[src/rtl/uart_tx_engine.sv]
// uart_tx_engine: serialises TX FIFO bytes onto txd as start, data LSB first, optional parity, 1-3 stop bits
// ports: clk, reset_n (async, active low); fifo_empty/fifo_rdata/fifo_rd pop a show-ahead FIFO;
//        cr_pbit/cr_ptype/cr_sbit/cr_baud_limit give the frame format, latched once per frame at the pop;
//        txd serial line (idle high), busy frame in progress, tx_done one-cycle end-of-frame pulse
module uart_tx_engine #(
  parameter int BAUD_W    = 32,
  parameter int DATA_BITS = 8
) (
  input  logic                 clk,
  input  logic                 reset_n,
  input  logic                 fifo_empty,
  input  logic [DATA_BITS-1:0] fifo_rdata,
  output logic                 fifo_rd,
  input  logic                 cr_pbit,
  input  logic                 cr_ptype,
  input  logic [1:0]           cr_sbit,
  input  logic [BAUD_W-1:0]    cr_baud_limit,
  output logic                 txd,
  output logic                 busy,
  output logic                 tx_done
);
  typedef enum logic [2:0] {IDLE, START, DATA, PARITY, STOP} state_t;
  state_t               state_q, state_d;
  logic [DATA_BITS-1:0] shift_q, shift_d;
  logic [BAUD_W-1:0]    cnt_q, cnt_d, lim_q;
  logic [2:0]           bit_q, bit_d;
  logic [1:0]           sbit_q;
  logic                 pbit_q, par_q, txd_q, txd_d, busy_q, tick, last_stop;
  // bit_q counts data bits in DATA and stop bits in STOP; txd_d looks at the next state so txd is registered yet aligned
  always_comb begin
    tick      = cnt_q == lim_q;
    last_stop = bit_q == (sbit_q[1] ? 3'd2 : {2'b00, sbit_q[0]});
    fifo_rd   = reset_n && state_q == IDLE && !fifo_empty;
    tx_done   = state_q == STOP && tick && last_stop;
    cnt_d     = (state_q == IDLE || tick) ? '0 : cnt_q + BAUD_W'(1);
    state_d   = state_q;
    shift_d   = shift_q;
    bit_d     = bit_q;
    case (state_q)
      IDLE:   state_d = fifo_rd ? START : IDLE;
      START: begin
        bit_d   = '0;
        state_d = tick ? DATA : START;
      end
      DATA: if (tick) begin
        shift_d = shift_q >> 1;
        bit_d   = bit_q + 3'd1;
        if (bit_q == 3'(DATA_BITS - 1)) begin
          bit_d   = '0;
          state_d = pbit_q ? PARITY : STOP;
        end
      end
      PARITY: state_d = tick ? STOP : PARITY;
      STOP: if (tick) begin
        bit_d   = bit_q + 3'd1;
        state_d = last_stop ? IDLE : STOP;
      end
      default: state_d = IDLE;
    endcase
    txd_d = state_d == START  ? 1'b0 :
            state_d == DATA   ? shift_d[0] :
            state_d == PARITY ? par_q : 1'b1;
  end
  always_ff @(posedge clk or negedge reset_n) begin
    if (!reset_n) begin
      state_q <= IDLE;
      shift_q <= '0;
      cnt_q   <= '0;
      lim_q   <= '0;
      bit_q   <= '0;
      sbit_q  <= '0;
      pbit_q  <= 1'b0;
      par_q   <= 1'b0;
      txd_q   <= 1'b1;
      busy_q  <= 1'b0;
    end else begin
      state_q <= state_d;
      shift_q <= fifo_rd ? fifo_rdata : shift_d;
      cnt_q   <= cnt_d;
      bit_q   <= bit_d;
      txd_q   <= txd_d;
      busy_q  <= state_d != IDLE;
      if (fifo_rd) begin
        lim_q  <= cr_baud_limit;
        pbit_q <= cr_pbit;
        sbit_q <= cr_sbit;
        par_q  <= cr_ptype ^ (^fifo_rdata);
      end
    end
  end
  assign txd  = txd_q;
  assign busy = busy_q;
endmodule

[config.mk]
export PLATFORM = sky130hd
export DESIGN_NAME = uart_tx_engine
export DESIGN_NICKNAME = d
export VERILOG_FILES = /design/src/rtl/uart_tx_engine.sv
export SDC_FILE = /design/constraint.sdc
export NUM_CORES = 1
export LEC_CHECK = 0
export ABC_AREA = 1
export CORE_MARGIN = 3
export CORE_UTILIZATION = 61
export CTS_CLUSTER_SIZE = 12
export DETAILED_ROUTE_END_ITERATION = 10
export GPL_TIMING_DRIVEN = 0
export PLACE_DENSITY = 0.82
export SETUP_SLACK_MARGIN = 0.5
export SYNTH_ARGS = -nofsm -noshare
export SYNTH_HDL_FRONTEND = slang
export SYNTH_SLANG_ARGS = --single-unit
[constraint.sdc]
create_clock -name clk -period 3.9 [get_ports clk]
set_input_delay 0.78 -clock clk [delete_from_list [all_inputs] [get_ports clk]]
set_output_delay 0.78 -clock clk [all_outputs]
set_load 0.005 [all_outputs]
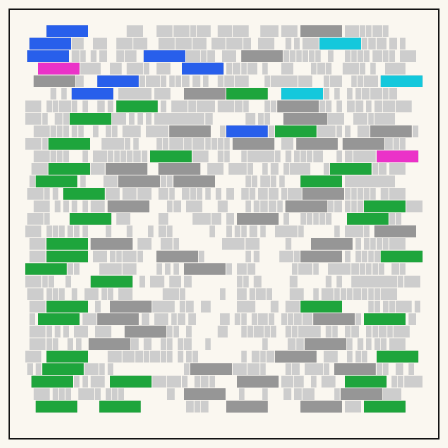
Figure 1: run 1, where the registers sit.
Other sequential cells in the stronger gray, the rest of the logic in the fainter gray.
- sbit_q: magenta (placed flops 2)
- lim_q: green (placed flops 32)
- state_q: cyan (placed flops 3)
- shift_q: blue (placed flops 8)
Flop area: 2100 um2
fin util: 75.4%
P_seq: 0.903 mW

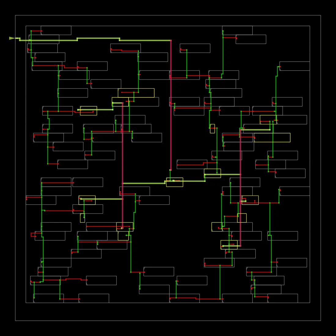
Figure 2: run 1, clock wiring as the flow saved it.
clock buffers: 11
CTS Buf Count: 9
flop count: 84

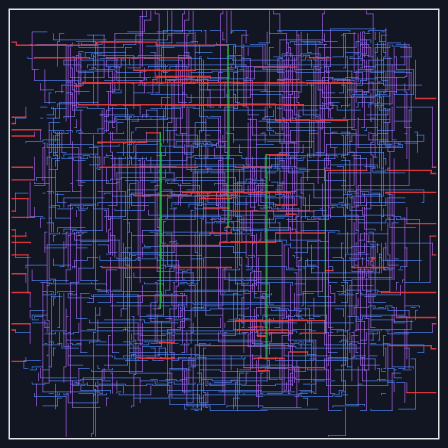
Figure 3: run 1, metal layers overlaid.
- M4: green (wire length 157 um)
- M2: purple (wire length 5470 um)
- M1: blue (wire length 5140 um)
- M3: red (wire length 726 um)
per-cell routed wire length: 15.2 um
routed via count: 3997
total global routing track utilization: 28.1%
WL final: 11500 um

[run 1: report_power, final]
| part | switching (mW) | internal [mW] |
|---|---|---|
| Combinational | 0.0574 | 0.0700 |
| Clock | 0.315 | 0.365 |
| Sequential | 0.0135 | 0.890 |
| Total | 0.386 | 1.32 |
[run 1: metrics by stage]
| step | total power [mW] | util [%] | instances |
|---|---|---|---|
| final | 1.71 | 75.4 | 755 |
| after global routing | 1.78 | 75.4 | 755 |
| after CTS | 1.72 | 75.2 | 753 |
| after detailed placement | 1.05 | 72.2 | 737 |
| after global placement | 1.04 | 71.9 | 736 |
| after floorplan | 0.965 | - | 587 |
[run 1: state kept, by name, indices dropped and copies added, names as in the netlist]
signal	flops
par_q	1
sbit_q	2
shift_q	8
txd	1
pbit_q	1
busy	1
bit_q	3
state_q	3
cnt_q	32
lim_q	32
[run 1: worst paths after layout]
kind	end	start	slack (ns)
max	fifo_rd	fifo_empty	0.67
min	lim_q[26]	reset_n	0.30
max reg2reg	cnt_q[30]	cnt_q[0]	1.79
min reg2reg	shift_q[1]	shift_q[1]	0.49
max in group asynchronous	cnt_q[6]	reset_n	3.02
min in group clk	shift_q[1]	shift_q[1]	0.49
[run 1: metal layers]
layer	vias up	global-route usage, %	wire (um)	share of wire (%)
li1	1977	-	-	-
met1	1877	39.5	5140	45
met2	131	45.4	5470	48
met3	12	5.23	725	6.3
met4	0	7.20	157	1.4
met5	-	0	0	0
[run 1: repair_timing]
action                     4_1_cts  5_1_grt
buffers inserted                 0        2
hold endpoints to repair         0        0
setup endpoints to repair        1        1
pin swaps                        0        1
resized                          1        0
==> results.sh, run 1 <==
# yosys + openroad results
export IMPL_status="finished clean"
export IMPL_tap_cells=99
export IMPL_period_needed_ns=3.23
export IMPL_core_um2=7290
export IMPL_setup_slack_ns=0.668
export IMPL_top_cells_by_area="dfrtp_1 45%, nand2_1 17%, xnor2_1 5.7%"
export IMPL_rsz0062_at_grt="false"
export IMPL_min_path_type="in -> async"
export IMPL_ys_sh_simple_pct=32.0
export IMPL_synthesis_nets=637
export IMPL_antenna_left=0
export IMPL_timing_hold_ws_ns=0.302
export IMPL_cp_max_fo=10
export IMPL_initialDrtViolationCount=209
export IMPL_antenna_cells=0
export IMPL_ys_seq_share_pct=45.6
export IMPL_worstPathArrival_ns=2.45
export IMPL_antenna_found_initial=0
export IMPL_cts_buffer_depth=2
export IMPL_drc=0
export IMPL_max_stage_delay_ns=0.51
export IMPL_cts_tree="built"
export IMPL_post_synth_top_count_cell="nand2_1"
export IMPL_p_leak_nw=2.59
export IMPL_fp_dieW_um=93
export IMPL_io_pins=51
export IMPL_comb_share_pct=40.1
export IMPL_cts_sinks=84
export IMPL_core_rowCount=31
export IMPL_crit_chain="clkdlybuf4s50_1 > nor3_4 > buf_2 > buf_4 > clkdlybuf4s50_1"
export IMPL_warning_count=26
export IMPL_sh_seq_area_pct=38.2
export IMPL_slew_headroom_pct=59.6
export IMPL_synthAdderAreaFrac_pct=0.813
export IMPL_lay_top_count="nand2_1"
export IMPL_topCombFamilyByArea="simple AND/OR/NAND/NOR gates"
export IMPL_dpl_cell_area_um2=5270
export IMPL_inv_count=63
export IMPL_synth_cell_type_count=42
export IMPL_fp_util_pct=63.3
export IMPL_synth_cells=587
export IMPL_synth_ff_latch_count=84
export IMPL_gr_total_overflow=0
export IMPL_largest_area_cell="dfrtp_1"
export IMPL_syn_area_um2=4620
export IMPL_finalHoldViolations=0
export IMPL_htree_levels=3
export IMPL_firstDrtPassIters=4
export IMPL_irDropWorstVdd_uv=213
export IMPL_vias_per_cell=5.29
export IMPL_synth_top_flop_cell="dfrtp_1"
export IMPL_comb_cells=428
export IMPL_grt_pass1_vias=3805
export IMPL_n_fill_cell=568
export IMPL_cts_root_buffer="clkbuf_8"
export IMPL_yosysWarnings=0
export IMPL_port_buffers=50
export IMPL_largest_class="logic gates"
export IMPL_clock_fmax_ghz=0.309
export IMPL_yosys_stat_area_um2=4620
export IMPL_drive_above_1_share_pct=10.7
export IMPL_grt_max_degree=54
export IMPL_nNonClkBuffers=65
export IMPL_crit_family="buffers and inverters"
export IMPL_buf_share_pct=11.2
export IMPL_synth_avg_cell_area_um2=7.87
export IMPL_multiInputGateArea_um2=2200
export IMPL_cp_end_kind="output pin"
export IMPL_crit_top_cell="clkdlybuf4s50_1"
export IMPL_postLayoutCellArea_um2=5500
export IMPL_edf_count=0
export IMPL_async_reset_ff_share_pct=100
export IMPL_clock_area_share_pct=3.93
export IMPL_aoi_share_pct=7.13
export IMPL_ys_sh_mux_pct=0
export IMPL_crit_slowest_cell="clkdlybuf4s50_1"
export IMPL_syn2layout_area_growth_pct=19.2
Figure 4. I/O pins on the die edge (run 1).
Pins as bars across the die edge, other pins in gray.
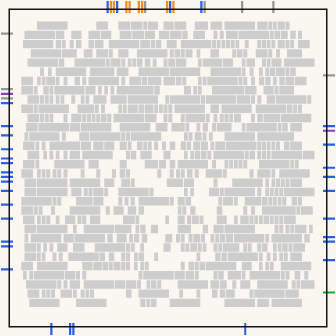

==> inputs of run 2 (changes only) <==
--- a/config.mk
+++ b/config.mk
@@ -7,11 +7,11 @@
 export LEC_CHECK = 0
 export ABC_AREA = 1
 export CORE_MARGIN = 3
-export CORE_UTILIZATION = 61
+export CORE_UTILIZATION = 51
 export CTS_CLUSTER_SIZE = 12
 export DETAILED_ROUTE_END_ITERATION = 10
 export GPL_TIMING_DRIVEN = 0
-export PLACE_DENSITY = 0.82
+export PLACE_DENSITY = 0.73
 export SETUP_SLACK_MARGIN = 0.5
 export SYNTH_ARGS = -nofsm -noshare
 export SYNTH_HDL_FRONTEND = slang
==> constraint.sdc (replaced) <==
create_clock -name clk -period 2.6 [get_ports clk]
set_input_delay 0.52 -clock clk [delete_from_list [all_inputs] [get_ports clk]]
set_output_delay 0.52 -clock clk [all_outputs]
set_load 0.005 [all_outputs]
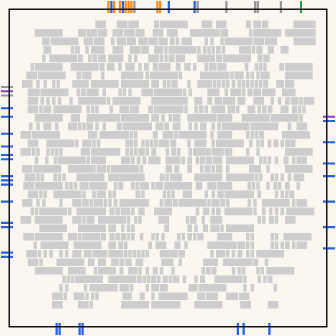
Figure 5: run 2, I/O pins on the die edge.
Pins as bars across the die edge, other pins in gray.
- cr_sbit: purple (pins 2; direction input; edge 1 left, 1 right)
- fifo_rdata: orange (pins 8; direction input; edge top)
- cr_baud_limit: blue (pins 32; direction input; edge 14 left, 7 right, 7 bottom, 4 top)
- reset_n: green (pins 1; direction input; edge top)
- all pins by edge: 19 top, 17 left, 8 right, 7 bottom
chip width: 101 um
overall die height: 101 um
IO Port Bufs: 50

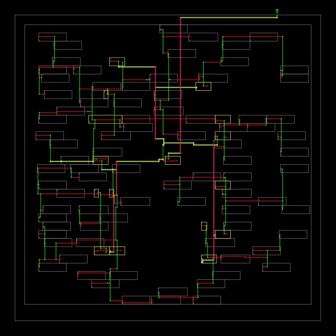
Figure 6: run 2, clock wiring as the flow saved it.
Worst Skew: 0.0109 ns
clock-net power: 0.964 mW
clock buffers: 14
worst-skew pair later-pin latency: 0.36 ns
Clock Sinks: 84

==> results.sh, run 2 <==
# yosys + openroad results
export IMPL_criticalPathCategory="reg -> out"
export IMPL_seqPwrFrac_pct=53.5
export IMPL_post_route_util_pct=67.5
export IMPL_totalNegativeSetupSlack_ns=0
export IMPL_vias_per_cell=5.18
export IMPL_use_met1_pct=33.9
export IMPL_synth_avg_cell_area_um2=7.87
export IMPL_final_cells=793
export IMPL_cts_buffer_depth=2
export IMPL_irDropWorstVdd_uv=293
export IMPL_grt_pass1_vias=3806
export IMPL_grtUsageMet3_pct=5.03
export IMPL_synthAdderAreaFrac_pct=0.813
export IMPL_grtUsageMet2_pct=36.7
export IMPL_wl_met1_um=5360
export IMPL_cp_max_fo=7
export IMPL_lay_top_count="nand2_1"
export IMPL_syn2layout_area_growth_pct=28.0
export IMPL_dpl_cell_area_um2=5280
export IMPL_finalClockPeriodUsage_pct=87.3
export IMPL_period_needed_ns=2.27
export IMPL_top_regs="cnt_q (32), lim_q (32), shift_q (8)"
export IMPL_ys_seq_share_pct=45.6
export IMPL_powerDensity_nw_per_um2=429
export IMPL_timing_hold_ws_ns=0.0751
export IMPL_ys_sh_mux_pct=0
export IMPL_die_area_um2=10200
export IMPL_firstDrtPassIters=5
export IMPL_clock_fmax_ghz=0.441
export IMPL_synth_ff_latch_count=84
export IMPL_fp_util_pct=52.7
export IMPL_power_total_mw=2.53
export IMPL_startpoint_type="flip-flop"
export IMPL_power_switching_mw=0.578
export IMPL_wl_met3_um=694
export IMPL_top_cells_by_area="dfrtp_1 45%, nand2_1 17%, xnor2_1 5.7%"
export IMPL_cts_tree="built"
export IMPL_antenna_cells=0
export IMPL_p_leak_nw=2.81
export IMPL_drive_above_1_share_pct=18.8
export IMPL_cp_end_kind="output pin"
export IMPL_yosys_stat_area_um2=4620
export IMPL_regToRegStartpoint="cnt_q[22]"
export IMPL_ys_sh_simple_pct=32.0
export IMPL_numCtsBuffers=9
export IMPL_synth_top_flop_cell="dfrtp_1"
export IMPL_slew_violations=0
export IMPL_dp_hpwl_um=8310
export IMPL_io_pins=51
export IMPL_grt_max_degree=32
export IMPL_cp_startpoint="cnt_q[22]"
export IMPL_path_clk_slew_ns=0.08
export IMPL_grt_pass1_wl_um=18700
export IMPL_finalHoldViolations=0
export IMPL_yosys_cells=587
export IMPL_power_share_clock_pct=38.0
export IMPL_min_path_type="in -> async"
export IMPL_internal_power_mw=1.96
export IMPL_aoi_share_pct=7.13
export IMPL_edf_count=0
export IMPL_top_cell_area_share_pct=45.0
export IMPL_xor_area_share_pct=7.78
export IMPL_cap_violations=0
export IMPL_post_synth_top_count_cell="nand2_1"
export IMPL_n_fill_cell=748
export IMPL_core_um2=8760
export IMPL_routabilityCongestion=0.916
export IMPL_mostFrequentLayoutCells="199 x nand2_1, 70 x dfrtp_1, 52 x inv_1, 50 x nor2_1, 47 x clkdlybuf4s50_1"
export IMPL_synthesis_nets=637
export IMPL_nNetsFinal=730
export IMPL_worst_slew_pin_slew_ns=0.620
export IMPL_setup_slack_ns=0.331
export IMPL_warning_count=28
export IMPL_synth_cell_type_count=42
export IMPL_p_comb_share_pct=8.5
export IMPL_initialDrtViolationCount=301
export IMPL_gr_total_overflow=0
export IMPL_antenna_left=0
export IMPL_finalSetupViolations=0
export IMPL_common_cells="204 x nand2_1, 83 x dfrtp_1, 53 x inv_1, 53 x nor2_1, 30 x xnor2_1"
export IMPL_synth_cells=587
export IMPL_antenna_found_initial=0
export IMPL_cts_root_buffer="clkbuf_8"
export IMPL_rsz0062_at_grt="true"
export IMPL_drc=0
export IMPL_htree_levels=3
export IMPL_wl_met2_um=5410
export IMPL_vias=4110
export IMPL_async_reset_ff_share_pct=100
export IMPL_switching_share_pct=22.8
export IMPL_cp_required_ns=2.08
export IMPL_slew_headroom_pct=58.5
export IMPL_topCombFamilyByArea="simple AND/OR/NAND/NOR gates"
export IMPL_syn_area_um2=4620
export IMPL_core_rowCount=34
export IMPL_dpl_worst_slack_ns=-0.693
export IMPL_yosysWarnings=0
export IMPL_dp_cells=746
export IMPL_largest_area_cell="dfrtp_1"
export IMPL_worstPathArrival_ns=1.75
export IMPL_postLayoutCellArea_um2=5910
export IMPL_status="finished clean"
export IMPL_top_usage_layer="met2"
export IMPL_top_layer_used="met4"
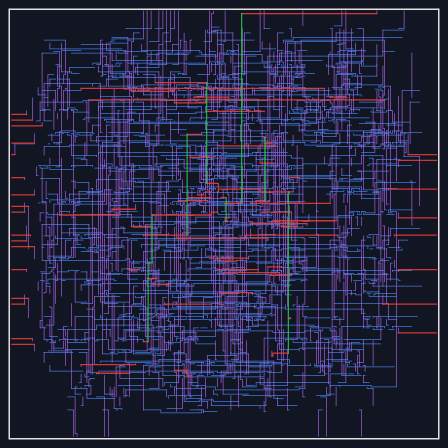
Figure 7: run 2, metal layers overlaid.
- M3: red (wire length 694 um)
- M4: green (wire length 182 um)
- M2: purple (wire length 5410 um)
- M1: blue (wire length 5360 um)
WL final: 11600 um
total global routing track utilization: 23.7%
per-cell routed wire length: 14.7 um

run 2: cell counts after synthesis:
Identical to the previous run, type by type.
run 2: final cells by class:
cell class,instances,area [um2],share of cell area (%)
clock buffers,14,163,2.75
repair buffers,82,830,14.0
flip-flops and latches,84,2120,35.9
inverters,63,239,4.04
plain buffers,12,83.8,1.42
well taps,108,135,2.29
clock inverters,2,35.0,0.593
multi-input cells,428,2310,39.0
run 2: worst paths after layout:
| path | to | cells past startpoint | slack [ns] |
|---|---|---|---|
| min in group clk | lim_q[30] | 2 | 0.50 |
| setup reg to reg | cnt_q[31] | 11 | 0.59 |
| hold / removal | lim_q[22] | 2 | 0.08 |
| hold reg to reg | lim_q[30] | 2 | 0.50 |
| setup / recovery | tx_done | 9 | 0.33 |
| max in group asynchronous | cnt_q[11] | 2 | 2.20 |
run 2: what timing repair did:
| item | 4_1_cts | 5_1_grt |
|---|---|---|
| gates resized | 22 | 29 |
| hold buffers | 1 | 0 |
| endpoints found under the setup margin | 36 | 25 |
| pin swaps | 8 | 15 |
| setup buffers | 11 | 17 |
| gates cloned | 2 | 0 |
| endpoints found under the hold margin | 31 | 0 |
run 2: critical path: stages, from the launching register on:
cell	delay (ns)
dfrtp_1	0.38
buf_6	0.14
xnor2_2	0.12
nand2_1	0.08
nor2_2	0.14
nand2_2	0.08
nor2_4	0.15
nand3_2	0.10
nor2_2	0.09
buf_2	0.11
run 2: power by group through the flow:
stage               logic [mW]  registers (mW)  clock network (mW)
floorplan               0.0724            1.37                   0
global placement         0.182            1.38                   0
detailed placement       0.191            1.38                   0
CTS                      0.215            1.36               0.980
global route             0.238            1.36                1.04
finish                   0.215            1.36               0.964
Power figures rest on the tool's default switching activity, not on a simulated workload.
